--- config.mk ---
export PLATFORM = sky130hd
export DESIGN_NAME = btb_assoc_predictor
export DESIGN_NICKNAME = d
export VERILOG_FILES = /design/src/rtl/btb_assoc_predictor_pkg.sv /design/src/rtl/btb_assoc_predictor_plru.sv /design/src/rtl/btb_assoc_predictor.sv
export SDC_FILE = /design/constraint.sdc
export NUM_CORES = 2
export LEC_CHECK = 0
export CAP_MARGIN = 30
export CELL_PAD_IN_SITES_DETAIL_PLACEMENT = 0
export CELL_PAD_IN_SITES_GLOBAL_PLACEMENT = 2
export CORE_ASPECT_RATIO = 1.1
export CORE_UTILIZATION = 45
export DETAILED_ROUTE_END_ITERATION = 10
export PLACE_DENSITY = 0.78
export SYNTH_ARGS = -nofsm -noshare
export SYNTH_HDL_FRONTEND = slang
export SYNTH_SLANG_ARGS = --single-unit
--- constraint.sdc ---
create_clock -name iClk -period 6 [get_ports iClk]
set_input_delay 0.9 -clock iClk [delete_from_list [all_inputs] [get_ports iClk]]
set_output_delay 0.9 -clock iClk [all_outputs]
set_load 0.01 [all_outputs]
--- src/rtl/btb_assoc_predictor_pkg.sv ---
// Shared types for the set-associative branch target buffer.
package btb_types;

  typedef logic [1:0] btb_ctr_t;

  localparam btb_ctr_t CTR_WEAK_T = 2'b10;
  localparam btb_ctr_t CTR_MAX    = 2'b11;
  localparam btb_ctr_t CTR_MIN    = 2'b00;

  typedef enum logic {
    BTB_IDLE,
    BTB_FLUSH
  } btb_state_t;

  localparam int unsigned BTB_STAT_W = 32;

  // Saturating 2-bit direction counter step.
  function automatic btb_ctr_t ctr_next(input btb_ctr_t c, input logic taken);
    if (taken) return (c == CTR_MAX) ? CTR_MAX : c + 2'd1;
    else       return (c == CTR_MIN) ? CTR_MIN : c - 2'd1;
  endfunction

endpackage

--- src/rtl/btb_assoc_predictor_plru.sv ---
// Per-set tree pseudo-LRU state: one bit per internal node, 0 = victim on the left.
module btb_plru_tree
  import btb_types::*;
#(
  parameter int unsigned WAYS = 4,
  parameter int unsigned SETS = 32
) (
  input  logic                    clk_i,
  input  logic                    rst_i,
  input  logic                    touch_i,
  input  logic [$clog2(SETS)-1:0] touch_idx_i,
  input  logic [$clog2(WAYS)-1:0] touch_way_i,
  input  logic [$clog2(SETS)-1:0] vic_idx_i,
  output logic [$clog2(WAYS)-1:0] victim_o
);

  localparam int unsigned LVL   = $clog2(WAYS);
  localparam int unsigned NODES = WAYS - 1;

  logic [NODES-1:0] tree_q [SETS];
  logic [NODES-1:0] row_d;
  logic [NODES-1:0] vic_row;
  int unsigned      vic_node;
  int unsigned      t_node;
  int unsigned      t_dir;

  // Follow node bits from the root down to the victim leaf.
  always_comb begin
    vic_row  = tree_q[vic_idx_i];
    vic_node = 0;
    for (int unsigned l = 0; l < LVL; l++) begin
      vic_node = 2 * vic_node + 1 + 32'((vic_row >> vic_node) & NODES'(1));
    end
    victim_o = ($clog2(WAYS))'(vic_node - NODES);
  end

  // Point every node on the touched way's path away from that way.
  always_comb begin
    row_d  = tree_q[touch_idx_i];
    t_node = 0;
    t_dir  = 0;
    for (int unsigned l = 0; l < LVL; l++) begin
      t_dir = (32'(touch_way_i) >> (LVL - 1 - l)) & 32'd1;
      if (t_dir == 0) row_d = row_d | (NODES'(1) << t_node);
      else            row_d = row_d & ~(NODES'(1) << t_node);
      t_node = 2 * t_node + 1 + t_dir;
    end
  end

  // Tree bits register; cleared only by reset.
  always_ff @(posedge clk_i) begin
    if (rst_i) begin
      for (int unsigned s = 0; s < SETS; s++) tree_q[s] <= '0;
    end else if (touch_i) begin
      tree_q[touch_idx_i] <= row_d;
    end
  end

endmodule

--- src/rtl/btb_assoc_predictor.sv ---
// N-way set-associative BTB with 2-bit direction counters, tree-PLRU
// replacement and a set-walking flush. Optional BTB_STATS_EN builds
// lookup/hit counters; otherwise oLookups/oHits are tied to zero.
module btb_assoc_predictor
  import btb_types::*;
#(
  parameter int unsigned WAYS     = 4,
  parameter int unsigned SETS     = 32,
  parameter int unsigned PC_WIDTH = 16,
  parameter int unsigned ADDR_LSB = 1
) (
  input  logic                  iClk,
  input  logic                  iRst,
  input  logic                  iFlush,
  input  logic                  iRValid,
  input  logic [PC_WIDTH-1:0]   iRPc,
  output logic                  oRHit,
  output logic                  oRTaken,
  output logic [PC_WIDTH-1:0]   oRTarget,
  input  logic                  iUpdValid,
  input  logic [PC_WIDTH-1:0]   iUpdPc,
  input  logic                  iUpdTaken,
  input  logic [PC_WIDTH-1:0]   iUpdTarget,
  output logic                  oReady,
  output logic [BTB_STAT_W-1:0] oLookups,
  output logic [BTB_STAT_W-1:0] oHits
);

  localparam int unsigned IDX_W = $clog2(SETS);
  localparam int unsigned WAY_W = $clog2(WAYS);
  localparam int unsigned TAG_W = PC_WIDTH - IDX_W - ADDR_LSB;

  logic             valid_q [SETS][WAYS];
  logic [TAG_W-1:0] tag_q   [SETS][WAYS];
  logic [PC_WIDTH-1:0] tgt_q [SETS][WAYS];
  btb_ctr_t         ctr_q   [SETS][WAYS];

  btb_state_t       state_q, state_d;
  logic [IDX_W-1:0] idx_q, idx_d;

  logic [IDX_W-1:0] r_idx, u_idx;
  logic [TAG_W-1:0] r_tag, u_tag;
  logic             r_any, u_hit, u_inv_any;
  logic [WAY_W-1:0] r_way, u_way, u_inv_way, plru_victim, wr_way;
  logic             upd_en, hit_upd, alloc;

  if (ADDR_LSB > 0) begin : g_lsb
    logic unused_lsb;
    assign unused_lsb = ^{iRPc[ADDR_LSB-1:0], iUpdPc[ADDR_LSB-1:0]};
  end

  assign r_idx = iRPc[ADDR_LSB +: IDX_W];
  assign r_tag = iRPc[PC_WIDTH-1 -: TAG_W];
  assign u_idx = iUpdPc[ADDR_LSB +: IDX_W];
  assign u_tag = iUpdPc[PC_WIDTH-1 -: TAG_W];

  // Flush walker: next state and set index.
  always_comb begin
    state_d = state_q;
    idx_d   = idx_q;
    case (state_q)
      BTB_IDLE: begin
        if (iFlush) begin
          state_d = BTB_FLUSH;
          idx_d   = '0;
        end
      end
      BTB_FLUSH: begin
        if (iFlush) begin
          idx_d = '0;
        end else if (idx_q == IDX_W'(SETS - 1)) begin
          state_d = BTB_IDLE;
          idx_d   = '0;
        end else begin
          idx_d = idx_q + 1'b1;
        end
      end
      default: begin
        state_d = BTB_FLUSH;
        idx_d   = '0;
      end
    endcase
  end

  // Flush walker state register.
  always_ff @(posedge iClk) begin
    if (iRst) begin
      state_q <= BTB_FLUSH;
      idx_q   <= '0;
    end else begin
      state_q <= state_d;
      idx_q   <= idx_d;
    end
  end

  assign oReady = (state_q == BTB_IDLE);

  // Lookup tag match; lowest matching way wins.
  always_comb begin
    r_any = 1'b0;
    r_way = '0;
    for (int unsigned w = 0; w < WAYS; w++) begin
      if (!r_any && valid_q[r_idx][w] && (tag_q[r_idx][w] == r_tag)) begin
        r_any = 1'b1;
        r_way = WAY_W'(w);
      end
    end
  end

  assign oRHit    = iRValid & oReady & r_any;
  assign oRTaken  = oRHit & ctr_q[r_idx][r_way][1];
  assign oRTarget = oRHit ? tgt_q[r_idx][r_way] : '0;

  // Update tag match and lowest invalid way for allocation.
  always_comb begin
    u_hit     = 1'b0;
    u_way     = '0;
    u_inv_any = 1'b0;
    u_inv_way = '0;
    for (int unsigned w = 0; w < WAYS; w++) begin
      if (!u_hit && valid_q[u_idx][w] && (tag_q[u_idx][w] == u_tag)) begin
        u_hit = 1'b1;
        u_way = WAY_W'(w);
      end
      if (!u_inv_any && !valid_q[u_idx][w]) begin
        u_inv_any = 1'b1;
        u_inv_way = WAY_W'(w);
      end
    end
  end

  assign upd_en  = iUpdValid & oReady;
  assign hit_upd = upd_en & u_hit;
  assign alloc   = upd_en & ~u_hit & iUpdTaken;
  assign wr_way  = u_hit ? u_way : (u_inv_any ? u_inv_way : plru_victim);

  btb_plru_tree #(
    .WAYS (WAYS),
    .SETS (SETS)
  ) u_plru (
    .clk_i       (iClk),
    .rst_i       (iRst),
    .touch_i     (hit_upd | alloc),
    .touch_idx_i (u_idx),
    .touch_way_i (wr_way),
    .vic_idx_i   (u_idx),
    .victim_o    (plru_victim)
  );

  // Valid bits: one whole set cleared per flush cycle, set on allocation.
  always_ff @(posedge iClk) begin
    if (state_q == BTB_FLUSH) begin
      for (int unsigned w = 0; w < WAYS; w++) valid_q[idx_q][w] <= 1'b0;
    end else if (alloc) begin
      valid_q[u_idx][wr_way] <= 1'b1;
    end
  end

  // Entry payload: allocate, or train counter/target on hit.
  always_ff @(posedge iClk) begin
    if (alloc) begin
      tag_q[u_idx][wr_way] <= u_tag;
      tgt_q[u_idx][wr_way] <= iUpdTarget;
      ctr_q[u_idx][wr_way] <= CTR_WEAK_T;
    end else if (hit_upd) begin
      ctr_q[u_idx][wr_way] <= ctr_next(ctr_q[u_idx][wr_way], iUpdTaken);
      if (iUpdTaken) tgt_q[u_idx][wr_way] <= iUpdTarget;
    end
  end

`ifdef BTB_STATS_EN
  logic [BTB_STAT_W-1:0] lookups_q, hits_q;

  // Wrapping lookup/hit counters; keep counting while flushing.
  always_ff @(posedge iClk) begin
    if (iRst || iFlush) begin
      lookups_q <= '0;
      hits_q    <= '0;
    end else begin
      if (iRValid) lookups_q <= lookups_q + 1'b1;
      if (oRHit)   hits_q    <= hits_q + 1'b1;
    end
  end

  assign oLookups = lookups_q;
  assign oHits    = hits_q;
`else
  assign oLookups = '0;
  assign oHits    = '0;
`endif

endmodule
==> results.txt <==
outcome - finished, violations left
violated checks - setup timing
fin crit period - 6010 ps
hold path start - iUpdTarget[12]
xor/xnor share - 0.378%
CP Launch Type - input pin
CTS Buffer Depth - 4
Final Worst Setup Slack - -12.6 ps
clk slew on worst S/H paths - 60 ps
first drt pass iteration count - 8
crit path DRT - 5100 ps
CTS Hold Bufs - 0
final-stage net count - 9,124
P_comb - 3.72 mW
clk_buf instances - 479
IO buf count - 70
Logic Gate Count - 3,743
crit path buf inv count - 10
core region area - 358,000 um2
Mapped Avg Cell Area - 19.7 um2
WL met1 - 188 mm
# rows - 230
root buf cell - clkbuf_16
Slew headroom - 25.8%
Worst R2R Path Depth - 14
DP HPWL - 319 mm
clock group total power - 24.2 mW
top routing layer used - met5
Logic pwr share - 6.5%
top-count cell post-synth - edfxtp_1
Critical Path AT - 5110 ps
inverter count - 76
Routability Congestion - 0.890
reg2reg start - tag_q[19][31]
area delta synth->final - 18.0%
largest reg by FF count - tgt_q
DR DRC count - 0
All-Layer GR Usage - 27.6%
leakage power - 63.0 nW
cell taking the most area after synthesis - edfxtp_1
Yosys cell types - 71
Post-synth seq share - 70.5%
Die Ht - 632 um
synthesized flop and latch total - 3,814
# IOs - 137
Routed WL - 508 mm
top cells by area - edfxtp_1 (70%), mux4_2 (17%), mux2i_1 (4.0%), nor2_1 (1.5%), o22ai_1 (1.1%)
Crit Reg-Reg Endpoint - tag_q[27][17]
critical path class - input pin to primary output
Global Route met3 Usage - 4.40%
Synth top area share - 70.4%
placed instance area - 178,000 um2
TritonCTS Sinks - 3,814
clk tree area frac - 6.58%
CTS tree - built
final setup violation count - 1
combinational gate area - 45,100 um2
Main logic family - multiplexers
met1 Usage GRT - 36.1%
pwr/cell area - 299 nW/um2
non-clock buffer total of the final layout - 1,040
sequential cell area share - 59.8%
antenna cell count - 14
ratio of cells with drive above 1 in the final layout - 32.2%
Int Power - 44.7 mW
TritonCTS buffer count - 393
RSZ-0062 raised after global routing - true
share of the cycle needed by the critical path after routing - 100%
flop count - 3,814
Vias - 90,800
Complex Gates by Area - 2.75%
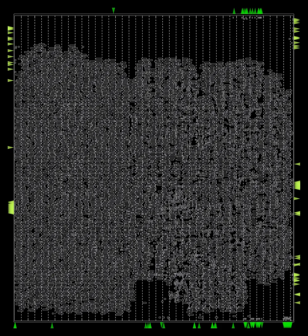
(placed standard cells)
Tap Count: 4,756
Non-Filler Instances: 14,200

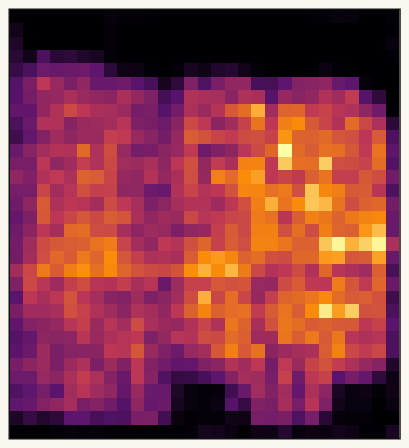
(routed metal per tile)
The die is cut into 29 by 32 equal tiles; black is low, pale yellow is high, scaled to the fullest tile. Values are wire area over tile area, all layers added.
- densest ninth of the die: right middle
- tiles over half the peak: 32%
- mean over tiles: 0.23

Power and IR drop assume default switching activity.
